==> config.mk <==
export PLATFORM = sky130hd
export DESIGN_NAME = exhaustive_sweep_capture
export DESIGN_NICKNAME = d
export VERILOG_FILES = /design/src/rtl/exhaustive_sweep_capture.sv
export SDC_FILE = /design/constraint.sdc
export NUM_CORES = 1
export LEC_CHECK = 0
export ABC_AREA = 1
export ABC_CLOCK_PERIOD_IN_PS = 2500
export CAP_MARGIN = 5
export CORE_ASPECT_RATIO = 1.2
export CORE_UTILIZATION = 49
export DETAILED_ROUTE_END_ITERATION = 8
export MAX_ROUTING_LAYER = met4
export PLACE_DENSITY_LB_ADDON = 0.2
export SLEW_MARGIN = 20
export SYNTH_ARGS = -nofsm -noshare
export SYNTH_HDL_FRONTEND = slang
export SYNTH_SLANG_ARGS = --single-unit
==> constraint.sdc <==
create_clock -name CK -period 2.5 [get_ports CK]
set_input_delay 0.375 -clock CK [delete_from_list [all_inputs] [get_ports CK]]
set_output_delay 0.375 -clock CK [all_outputs]
set_load 0.02 [all_outputs]
==> src/rtl/exhaustive_sweep_capture.sv <==
// rtl/exhaustive_sweep_capture.sv - exhaustive input sweep, response capture, golden compare and record streaming
module exhaustive_sweep_capture #(
  parameter int N_IN   = 5,
  parameter int SETTLE = 1
) (
  input  logic                 CK,
  input  logic                 reset,
  input  logic                 start,
  output logic [N_IN-1:0]      vec_out,
  input  logic                 dut_resp,
  input  logic [2**N_IN-1:0]   golden_table,
  output logic                 log_valid,
  input  logic                 log_ready,
  output logic [N_IN-1:0]      log_vec,
  output logic                 log_bit,
  output logic [2**N_IN-1:0]   truth_table,
  output logic [N_IN:0]        mismatch_count,
  output logic [N_IN-1:0]      first_mismatch_vec,
  output logic                 mismatch_seen,
  output logic                 busy,
  output logic                 done
);

  localparam logic [N_IN-1:0] LAST_VEC    = '1;
  localparam logic [3:0]      SETTLE_INIT = 4'(SETTLE);

  typedef enum logic [2:0] {
    S_IDLE,
    S_SETTLE,
    S_CAPTURE,
    S_EMIT,
    S_DONE
  } state_t;

  state_t          state;
  state_t          state_next;
  logic [N_IN-1:0] vec;
  logic [3:0]      settle_cnt;

  assign vec_out = vec;

  // State register; reset returns the sweep to IDLE.
  always_ff @(posedge CK) begin
    if (reset) begin
      state <= S_IDLE;
    end else begin
      state <= state_next;
    end
  end

  // Next-state logic: settle, sample once, then hold the record until accepted.
  always_comb begin
    state_next = state;
    case (state)
      S_IDLE, S_DONE: begin
        if (start) state_next = S_SETTLE;
      end
      S_SETTLE: begin
        if (settle_cnt <= 4'd1) state_next = S_CAPTURE;
      end
      S_CAPTURE: begin
        state_next = S_EMIT;
      end
      S_EMIT: begin
        if (log_ready) state_next = (vec == LAST_VEC) ? S_DONE : S_SETTLE;
      end
      default: begin
        state_next = S_IDLE;
      end
    endcase
  end

  // Datapath: vector stepping, truth table capture, golden compare and log record.
  always_ff @(posedge CK) begin
    if (reset) begin
      vec                <= '0;
      settle_cnt         <= '0;
      truth_table        <= '0;
      mismatch_count     <= '0;
      first_mismatch_vec <= '0;
      mismatch_seen      <= 1'b0;
      log_valid          <= 1'b0;
      log_vec            <= '0;
      log_bit            <= 1'b0;
      busy               <= 1'b0;
      done               <= 1'b0;
    end else begin
      case (state)
        S_IDLE, S_DONE: begin
          if (start) begin
            vec                <= '0;
            settle_cnt         <= SETTLE_INIT;
            truth_table        <= '0;
            mismatch_count     <= '0;
            first_mismatch_vec <= '0;
            mismatch_seen      <= 1'b0;
            done               <= 1'b0;
            busy               <= 1'b1;
          end
        end
        S_SETTLE: begin
          settle_cnt <= settle_cnt - 4'd1;
        end
        S_CAPTURE: begin
          truth_table[vec] <= dut_resp;
          if (dut_resp != golden_table[vec]) begin
            mismatch_count <= mismatch_count + 1'b1;
            if (!mismatch_seen) begin
              first_mismatch_vec <= vec;
              mismatch_seen      <= 1'b1;
            end
          end
          log_vec   <= vec;
          log_bit   <= dut_resp;
          log_valid <= 1'b1;
        end
        S_EMIT: begin
          if (log_ready) begin
            log_valid <= 1'b0;
            if (vec == LAST_VEC) begin
              busy <= 1'b0;
              done <= 1'b1;
            end else begin
              vec        <= vec + 1'b1;
              settle_cnt <= SETTLE_INIT;
            end
          end
        end
        default: begin
        end
      endcase
    end
  end

endmodule
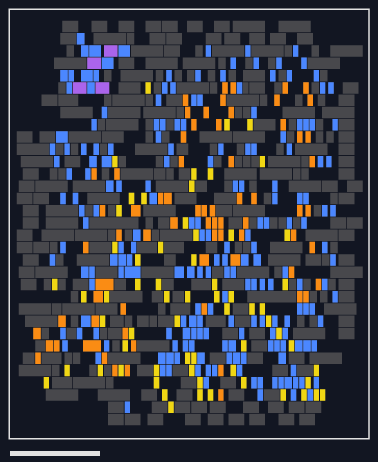
(run_1/gates.png)
Bar = 20 um.
nand cells: shown in blue, cells 195, most used nand2_1, where spread over the die. nor cells: shown in orange, cells 70, most used nor2_1. inv cells: shown in yellow, cells 63, most used inv_1. xor and xnor cells: shown in purple, cells 4, most used xor2_1, where north-west.

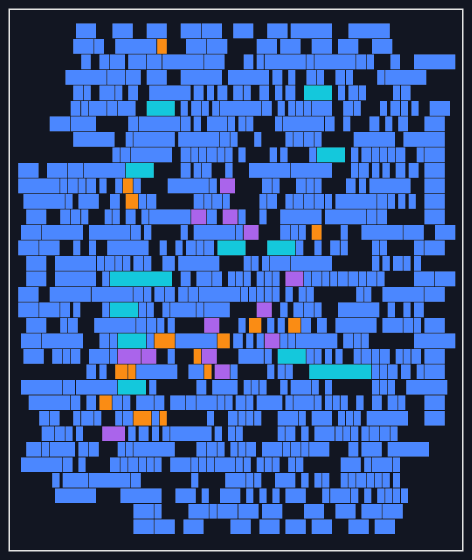
(run_1/sizing.png)
x2: shown in orange, cells 15, share 2.4%. x1 and smaller: shown in blue, cells 595, share 94%. x6 and larger: shown in cyan, cells 12, share 1.9%. x3 and x4: shown in purple, cells 13, share 2.0%.

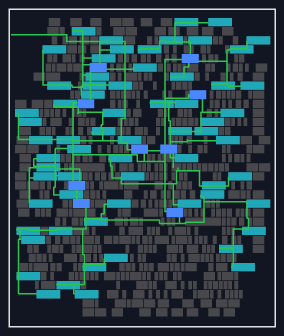
(run_1/clock_wires.png)
clock wires: shown in green, length 864 um. clock-net drivers: shown in blue, count 9. flip-flops: shown in cyan, count 65.
Position of the flops: spread over the die.
final clock skew: 0.00736 ns
clk_lat worst skew: 0.34 ns
P_clk: 0.00100 W
Clk pwr share: 28.9%

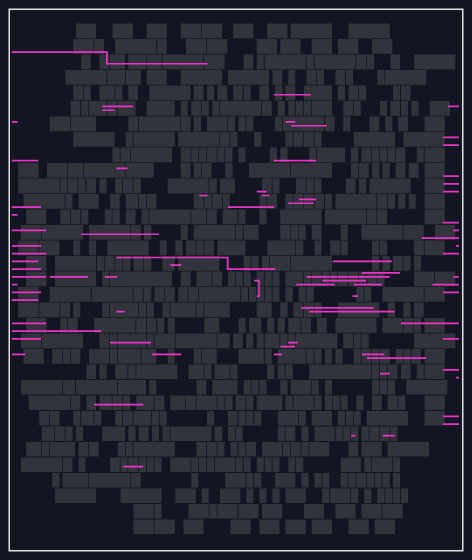
(run_1/m3.png)
The layer carries 398 um of wire. The wires run mostly horizontal. The longest straight run is 19.3 um. The layer holds 4.3% of the routed length. 65 nets have wire on it.
DRT Wirelength: 9310 um
via count: 3711
met3 usage in global routing: 4.64%

==> out/results.tsv, run 1 <==
metric	value	unit
status	finished, final reports clean	
cp.arrival	1.67	ns
synth_area	3510	sq um
numClockSinks	65	
core	6900	sq um
port_buffers	94	
ys_sh_mux	0	%
path_cells	buf_4, clkdlybuf4s50_1	
rsz0062_at_grt	no	
fin_setup_tns	0	ns
antenna_found_initial	0	
fmax	489	MHz
top_logic_kind	simple AND/OR/NAND/NOR gates	
cts_resized	0	
crit_path_end_kind	primary output	
drtIter0Drc	260	
antenna_cells	0	
worstPathMaxFanout	19	
largest_reg_flops	32	
cts_tree	yes	
tightest_slew	0.504	ns
grt_max_degree	34	
final_cell_mix	nand2_1 (161), clkdlybuf4s50_1 (93), dfxtp_1 (65), a21oi_1 (62)	
hpwl	6560	um
whs	0.463	ns
pin_count	95	
initCoreUtil	51.0	%
worst_ep_required_time	2.12	ns
max_stage_delay	0.64	ns
ys_types	29	
row_count	33	
grt_pass1_vias	3436	
ant_nets	0	
p_leak	1.88	nW
power_density	741	nW/um^2
grt_pass1_wl	15500	um
ys_sh_xor	0.997	%
hold_viol	0	
syn_inst	540	
clk_path_buf_depth	2	
ys_sh_adder	2.85	%
synth_nets	585	
clk_pin_slew	0.07	ns
ys_sh_aoi	15.9	%
hold_class	reg -> reg	
slew_headroom	66.4	%
chip_area	7520	sq um
drc_errors	0	
drive_gt1_share	6.30	%
yosys_area	3510	sq um
cp_num_buf_inv	2	
setup.worst_path.start_class	flip-flop	
fillers	587	
cts_hold_buf	0	
place.gp.congestion	0.838	
simple_gate_share	31.4	%
ys_seq_share	37.0	%
root_buffer	clkbuf_8	
[run 1: cells by family after synthesis]
logic type,Yosys count
buffers and inverters,88
adder cells (fa/ha/maj),8
XOR/XNOR,4
AND/OR/NAND/NOR,267
flip-flops,65
AND-OR/OR-AND,108
[run 1: cells in the mapped netlist]
cell type / number / area [sq um]
a31oi_1: 1 / 6.26
o21ai_2: 1 / 8.76
o21ai_0: 38 / 190
and3_1: 2 / 12.5
xor2_1: 4 / 35.0
a311oi_1: 1 / 8.76
buf_2: 4 / 20.0
a21oi_1: 62 / 310
nand2_2: 3 / 18.8
nor2_2: 2 / 12.5
ha_1: 8 / 100
clkinv_1: 2 / 7.51
inv_2: 4 / 15.0
nand3b_1: 5 / 37.5
nand3_2: 1 / 10.0
nor2_4: 2 / 22.5
buf_12: 1 / 20.0
inv_1: 57 / 214
clkbuf_8: 2 / 27.5
clkbuf_1: 12 / 45.0
nand2_1: 161 / 604
dfxtp_1: 65 / 1300
nor3_1: 7 / 35.0
a211oi_1: 4 / 30.0
nor4_1: 1 / 6.26
buf_6: 6 / 67.6
nand3_1: 25 / 125
o21ai_1: 1 / 5.00
nor2_1: 58 / 218
[run 1: through the flow]
stage                     instance area (sq um)  total power [W]  setup slack [ns]  std cells  util (%)
final                                      4680          0.00347             0.454        722      67.8
after floorplan                            3510          0.00214             0.432        540         -
after global routing                       4680          0.00368             0.193        722      67.8
after CTS                                  4680          0.00347             0.439        722      67.8
after detailed placement                   4460          0.00247             0.378        706      64.6
after global placement                     4460          0.00244             0.468        706      64.6
[run 1: power by group]
| part | switching, W | total, W | internal [W] |
|---|---|---|---|
| Sequential | 0.0000745 | 0.00119 | 0.00112 |
| Combinational | 0.000820 | 0.00127 | 0.000452 |
| Clock | 0.000415 | 0.00100 | 0.000588 |
[run 1: metal layers]
metal	wire length, um	track usage [%]	vias up	share of wire [%]
li1	-	-	1889	-
met1	4030	32.0	1698	43
met2	4740	45.8	111	51
met3	397	4.64	13	4.3
met4	133	9.09	0	1.4
met5	0	-	-	0
[run 1: path summary, 6_finish.rpt]
| path | start | slack (ns) | to | depth (start not counted) |
|---|---|---|---|---|
| max | vec_out[0] | 0.45 | vec_out[0] | 2 |
| max reg2reg | vec_out[0] | 0.50 | mismatch_count[2] | 13 |
| min | truth_table[17] | 0.46 | truth_table[17] | 2 |
| min reg2reg | truth_table[17] | 0.46 | truth_table[17] | 2 |
[run 1: area by class of cell]
class / instances / area [sq um] / share of cell area [%]
Sequential cell: 65 / 1300 / 27.8
Clock buffer: 11 / 141 / 3.02
Tap cell: 87 / 109 / 2.33
Timing Repair Buffer: 104 / 1010 / 21.6
Inverter: 63 / 236 / 5.06
Clock inverter: 5 / 78.8 / 1.69
Multi-Input combinational cell: 387 / 1800 / 38.5
[run 1: worst reg2reg max path, stage by stage (launching register included)]
cell and delay, ns:
dfxtp_1 0.42, buf_4 0.27, nand2_1 0.09, nand3_1 0.08
nand2_1 0.05, nand2_1 0.05, nand2_1 0.06, nor2_1 0.14
nand2_1 0.08, nand2_2 0.07, nand3_2 0.19, nand2_2 0.21
nand2_1 0.07, a21oi_1 0.14
==> run_1/congestion_map.png <==
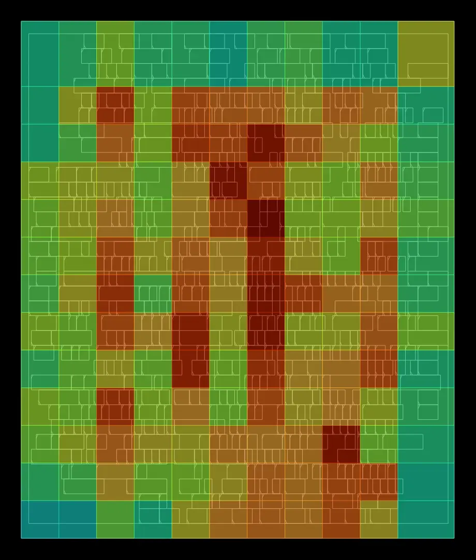

## Run 2: what changed since run 1
--- a/config.mk
+++ b/config.mk
@@ -6,10 +6,10 @@
 export NUM_CORES = 1
 export LEC_CHECK = 0
 export ABC_AREA = 1
-export ABC_CLOCK_PERIOD_IN_PS = 2500
+export ABC_CLOCK_PERIOD_IN_PS = 1700
 export CAP_MARGIN = 5
 export CORE_ASPECT_RATIO = 1.2
-export CORE_UTILIZATION = 49
+export CORE_UTILIZATION = 44
 export DETAILED_ROUTE_END_ITERATION = 8
 export MAX_ROUTING_LAYER = met4
 export PLACE_DENSITY_LB_ADDON = 0.2
==> constraint.sdc (replaced) <==
create_clock -name CK -period 1.7 [get_ports CK]
set_input_delay 0.255 -clock CK [delete_from_list [all_inputs] [get_ports CK]]
set_output_delay 0.255 -clock CK [all_outputs]
set_load 0.02 [all_outputs]
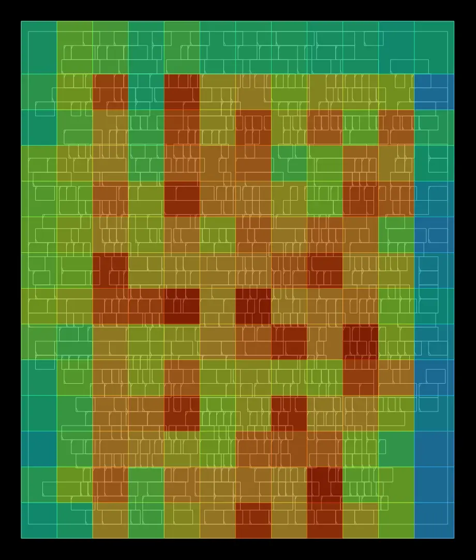
(run_2/congestion_map.png)
final core utilization: 66.9%
GR Util All Layers: 24.2%
Top Usage Layer GRT: met2
met3 usage in global routing: 4.19%

==> out/results.tsv, run 2 <==
metric	value	unit	change
status	finished, violations left		
violations	setup timing		
synth_top_area_share	37.0	%	unchanged
ys_types	29		unchanged
p_leak	2.16	nW	+15%
ys_sh_aoi	15.9	%	unchanged
skew	0.00847	ns	+0.00111 ns
fmax	556	MHz	
drc_errors	0		unchanged
ys_sh_mux	0	%	unchanged
finalSetupViolCount	16		
syn_inst	540		unchanged
grt_pass1_vias	3670		+6.8%
power_density	1080	nW/um^2	+46%
largest_reg_flops	32		unchanged
antenna_found_initial	0		unchanged
setup.worst_path.start_class	flip-flop		
core	7710	sq um	+12%
clk_path_buf_depth	2		unchanged
grt_pass1_wl	16100	um	+4.2%
grt_max_degree	51		+50%
initCoreUtil	45.6	%	-5.4 points
synth_top_cell_by_count	nand2_1		
simple_gate_share	31.4	%	unchanged
synth_nets	585		unchanged
numClockSinks	65		unchanged
top_logic_kind	simple AND/OR/NAND/NOR gates		
drive_gt1_share	16.3	%	+10 points
wl	9700	um	+4.3%
synth_top_cell_by_area	dfxtp_1		
cts_tree	yes		
ys_seq_share	37.0	%	unchanged
crit_path_end_kind	flip-flop		
fillers	689		+17%
edf_count	0		unchanged
worst_slack	-0.0998	ns	-0.554 ns
slew_headroom	78.8	%	+12 points
max_stage_delay	0.39	ns	-0.25 ns
yosys_area	3510	sq um	unchanged
worst_ep_required_time	1.95	ns	-0.17 ns
ys_sh_xor	0.997	%	unchanged
drtIter0Drc	166		-36%
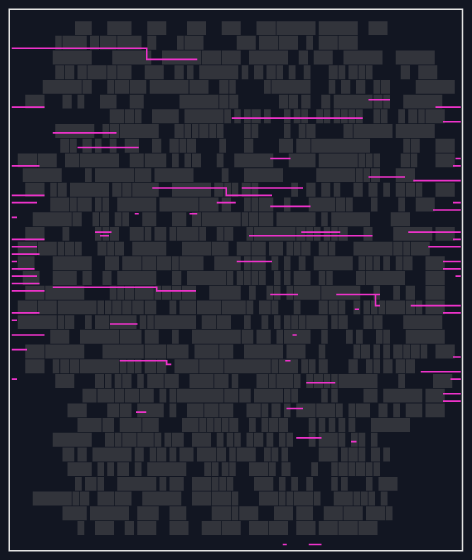
(run_2/m3.png)
56 nets have wire on it. The layer carries 402 um of wire. The longest straight run is 24.8 um.

-- run 2: cell counts after synthesis --
No cell type changed its count.
-- run 2: layer usage --
layer	vias to the layer above	GRT usage (%)	part of all wire, %
met4	0	10.2	1.8
met5	-	-	0
met2	93	42.7	52
met3	18	4.19	4.1
li1	1971	-	-
met1	1775	27.1	42
-- run 2: power by group --
| group | internal, W | total [W] | switching [W] |
|---|---|---|---|
| registers | 0.00165 | 0.00178 | 0.000132 |
| logic | 0.00104 | 0.00244 | 0.00140 |
| clock network | 0.000690 | 0.00135 | 0.000661 |
| total | 0.00338 | 0.00557 | 0.00219 |
-- run 2: path summary, 6_finish.rpt --
| check | cells past startpoint | to | slack (ns) | start |
|---|---|---|---|---|
| worst min-delay path | 2 | vec_out[0] | 0.21 | reset |
| worst min register to register | 2 | truth_table[17] | 0.46 | truth_table[17] |
| worst max-delay path | 13 | vec_out[3] | -0.1 | vec_out[1] |
| worst max register to register | 13 | vec_out[3] | -0.1 | vec_out[1] |
-- run 2: logic make-up after synthesis --
logic type | Yosys count
compound gates | 108
xor+xnor | 4
fa+ha+maj | 8
buf+inv | 88
flops | 65
simple gates | 267
-- run 2: final cells by class --
| type | count | area (sq um) | share of cell area [%] |
|---|---|---|---|
| repair buffers | 136 | 1320 | 25.6 |
| flip-flops and latches | 65 | 1310 | 25.5 |
| clock inverters | 7 | 77.6 | 1.50 |
| inverters | 63 | 251 | 4.88 |
| well taps | 92 | 115 | 2.23 |
| multi-input cells | 389 | 1960 | 37.9 |
| clock buffers | 9 | 124 | 2.40 |
-- run 2: metrics by stage --
step	utilization (%)	TNS, ns	instance area (sq um)	setup WS [ns]	cells
final	66.9	-0.706	5150	-0.0998	761
after global routing	66.9	-3.47	5150	-0.202	761
after CTS	65.1	-0.329	5020	-0.0636	756
after detailed placement	61.6	-6.08	4750	-0.337	738
after global placement	61.6	-4.03	4750	-0.265	738
after floorplan	-	-0.608	3560	-0.112	540
-- run 2: repair_timing --
item	in CTS	in global routing
pin swaps	6	6
setup endpoints to repair	26	59
buffers inserted	0	5
resized	19	33
gates cloned	2	0
-- run 2: worst register-to-register path, stage by stage, from the launching register on --
cell,delay [ns]
dfxtp_4,0.39
ha_4,0.17
inv_4,0.05
nor3_4,0.03
ha_2,0.18
inv_2,0.05
nor2_1,0.04
inv_1,0.10
nand2_2,0.08
nor2_4,0.18
nand2_4,0.10
o21ai_1,0.13
inv_1,0.06
nor4_2,0.14
## Run 3: what changed since run 2
--- a/config.mk
+++ b/config.mk
@@ -13,7 +13,6 @@
 export DETAILED_ROUTE_END_ITERATION = 8
 export MAX_ROUTING_LAYER = met4
 export PLACE_DENSITY_LB_ADDON = 0.2
-export SLEW_MARGIN = 20
 export SYNTH_ARGS = -nofsm -noshare
 export SYNTH_HDL_FRONTEND = slang
 export SYNTH_SLANG_ARGS = --single-unit
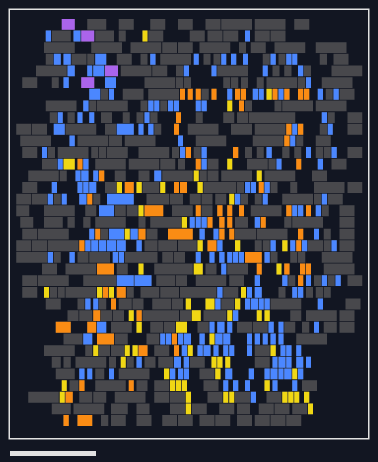
(run_3/gates.png)
Bar = 20 um.
nor cells: shown in orange, cells 70, most used nor2_1. nand cells: shown in blue, cells 197, most used nand2_1, where spread over the die. xor and xnor cells: shown in purple, cells 4, most used xor2_1, where north-west. inv cells: shown in yellow, cells 63, most used inv_1.

==> out/results.tsv, run 3 <==
metric	value	unit	change
status	finished, violations left		
violations	setup timing		
utilization	66.9	%	unchanged
numClockSinks	65		unchanged
power_density	1080	nW/um^2	unchanged
grt_max_degree	51		unchanged
grt_pass1_vias	3670		unchanged
postPlaceCellArea	4750	sq um	unchanged
finalSetupViolCount	16		unchanged
yosys_area	3510	sq um	unchanged
ys_sh_mux	0	%	unchanged
slew_headroom	78.8	%	unchanged
drive_gt1_share	16.3	%	unchanged
grt_use_total	24.2	%	unchanged
edf_count	0		unchanged
crit_path_end_kind	flip-flop		
simple_gate_share	31.4	%	unchanged
setup.worst_path.start_class	flip-flop		
drtIter0Drc	166		unchanged
grt_pass1_wl	16100	um	unchanged
rrSetupSlack	-0.1	ns	about the same
final_design_area_no_fill	5150	sq um	unchanged
synth_top_cell_by_area	dfxtp_1		
ys_seq_share	37.0	%	unchanged
path_depth	13		unchanged
p_int	0.00338	W	unchanged
hold-path-cell-count	2		unchanged
drc_errors	0		unchanged
synth_top_area_share	37.0	%	unchanged
worst_slack	-0.0998	ns	unchanged
ys_types	29		unchanged
wl	9700	um	unchanged
top_logic_kind	simple AND/OR/NAND/NOR gates		
synth_top_cell_by_count	nand2_1		
clk_path_buf_depth	2		unchanged
fin_setup_tns	-0.706	ns	unchanged
syn_inst	540		unchanged
hold_path_startpoint	reset		
comb_area	1960	sq um	unchanged
r2r-start	vec_out[1]		
grt_most_used_layer	met2		
seqPwrFrac	32.0	%	about the same
use_met3	4.19	%	unchanged
combPwrFrac	43.7	%	about the same
power_frac_clock	24.3	%	about the same
min_to	vec_out[0]		
core	7710	sq um	unchanged
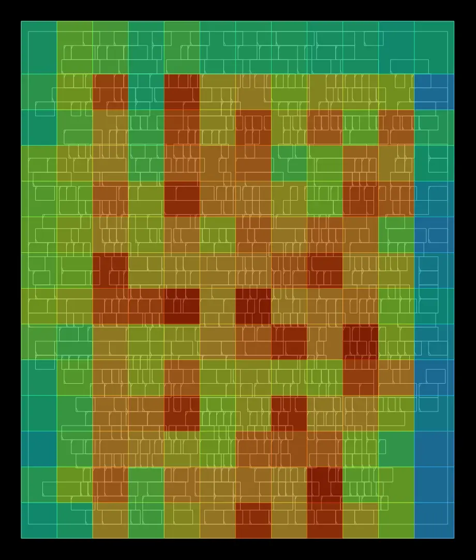
(run_3/congestion_map.png)
met1 GRT Util: 27.1%
GR Layer Usage met2: 42.7%

run 3: worst max-delay path by stage:
stage,startpoint,to,slack (ns)
floorplan,vec_out[0],vec_out[2],-0.11
CTS,vec_out[1],vec_out[3],-0.06
detailed placement,golden_table[9],mismatch_count[3],-0.34
global route,vec_out[0],mismatch_seen,-0.20
global placement,golden_table[8],mismatch_count[4],-0.27
finish,vec_out[1],vec_out[3],-0.1
run 3: area by class of cell:
type	count	share of cell area (%)
clock buffer	9	2.40
clock inverter	7	1.50
inverter	63	4.88
multi-input combinational	389	37.9
sequential	65	25.5
tap	92	2.23
timing repair buffer	136	25.6
run 3: timing repair:
item                                    in CTS  in global routing
buffers inserted                             0                  5
endpoints found under the setup margin      26                 59
gates resized                               19                 33
gates cloned                                 2                  0
pin swaps                                    6                  6
run 3: per-stage QoR:
step,instances,setup slack (ns)
2_1_floorplan,540,-0.112
3_3_place_gp,738,-0.265
3_5_place_dp,738,-0.337
4_1_cts,756,-0.0636
5_1_grt,761,-0.202
6_report,761,-0.0998
run 3: power groups by stage:
| stage | combinational, W | clock (W) | sequential [W] |
|---|---|---|---|
| after floorplan | 0.00130 | 0 | 0.00188 |
| after global placement | 0.00212 | 0 | 0.00180 |
| after detailed placement | 0.00216 | 0 | 0.00180 |
| after CTS | 0.00225 | 0.00137 | 0.00177 |
| after global routing | 0.00269 | 0.00145 | 0.00180 |
| final | 0.00244 | 0.00135 | 0.00178 |
run 3: per-layer routing:
layer  part of all wire [%]  up-vias
met5                      0        -
met4                    1.8        0
met3                    4.1       18
met2                     52       93
met1                     42     1775
li1                       -     1971
run 3: kinds of logic (layout without fill, tap and decap cells):
logic type,after synthesis,count (layout)
AOI/OAI and AO/OA,108,108
xor gates and xnor gates,4,4
adders and majority gates,8,8
buffers and inverters,88,215
DFF,65,65
and+or+nand+nor,267,269
No activity file was given, so power comes from the tool's default toggle rates.
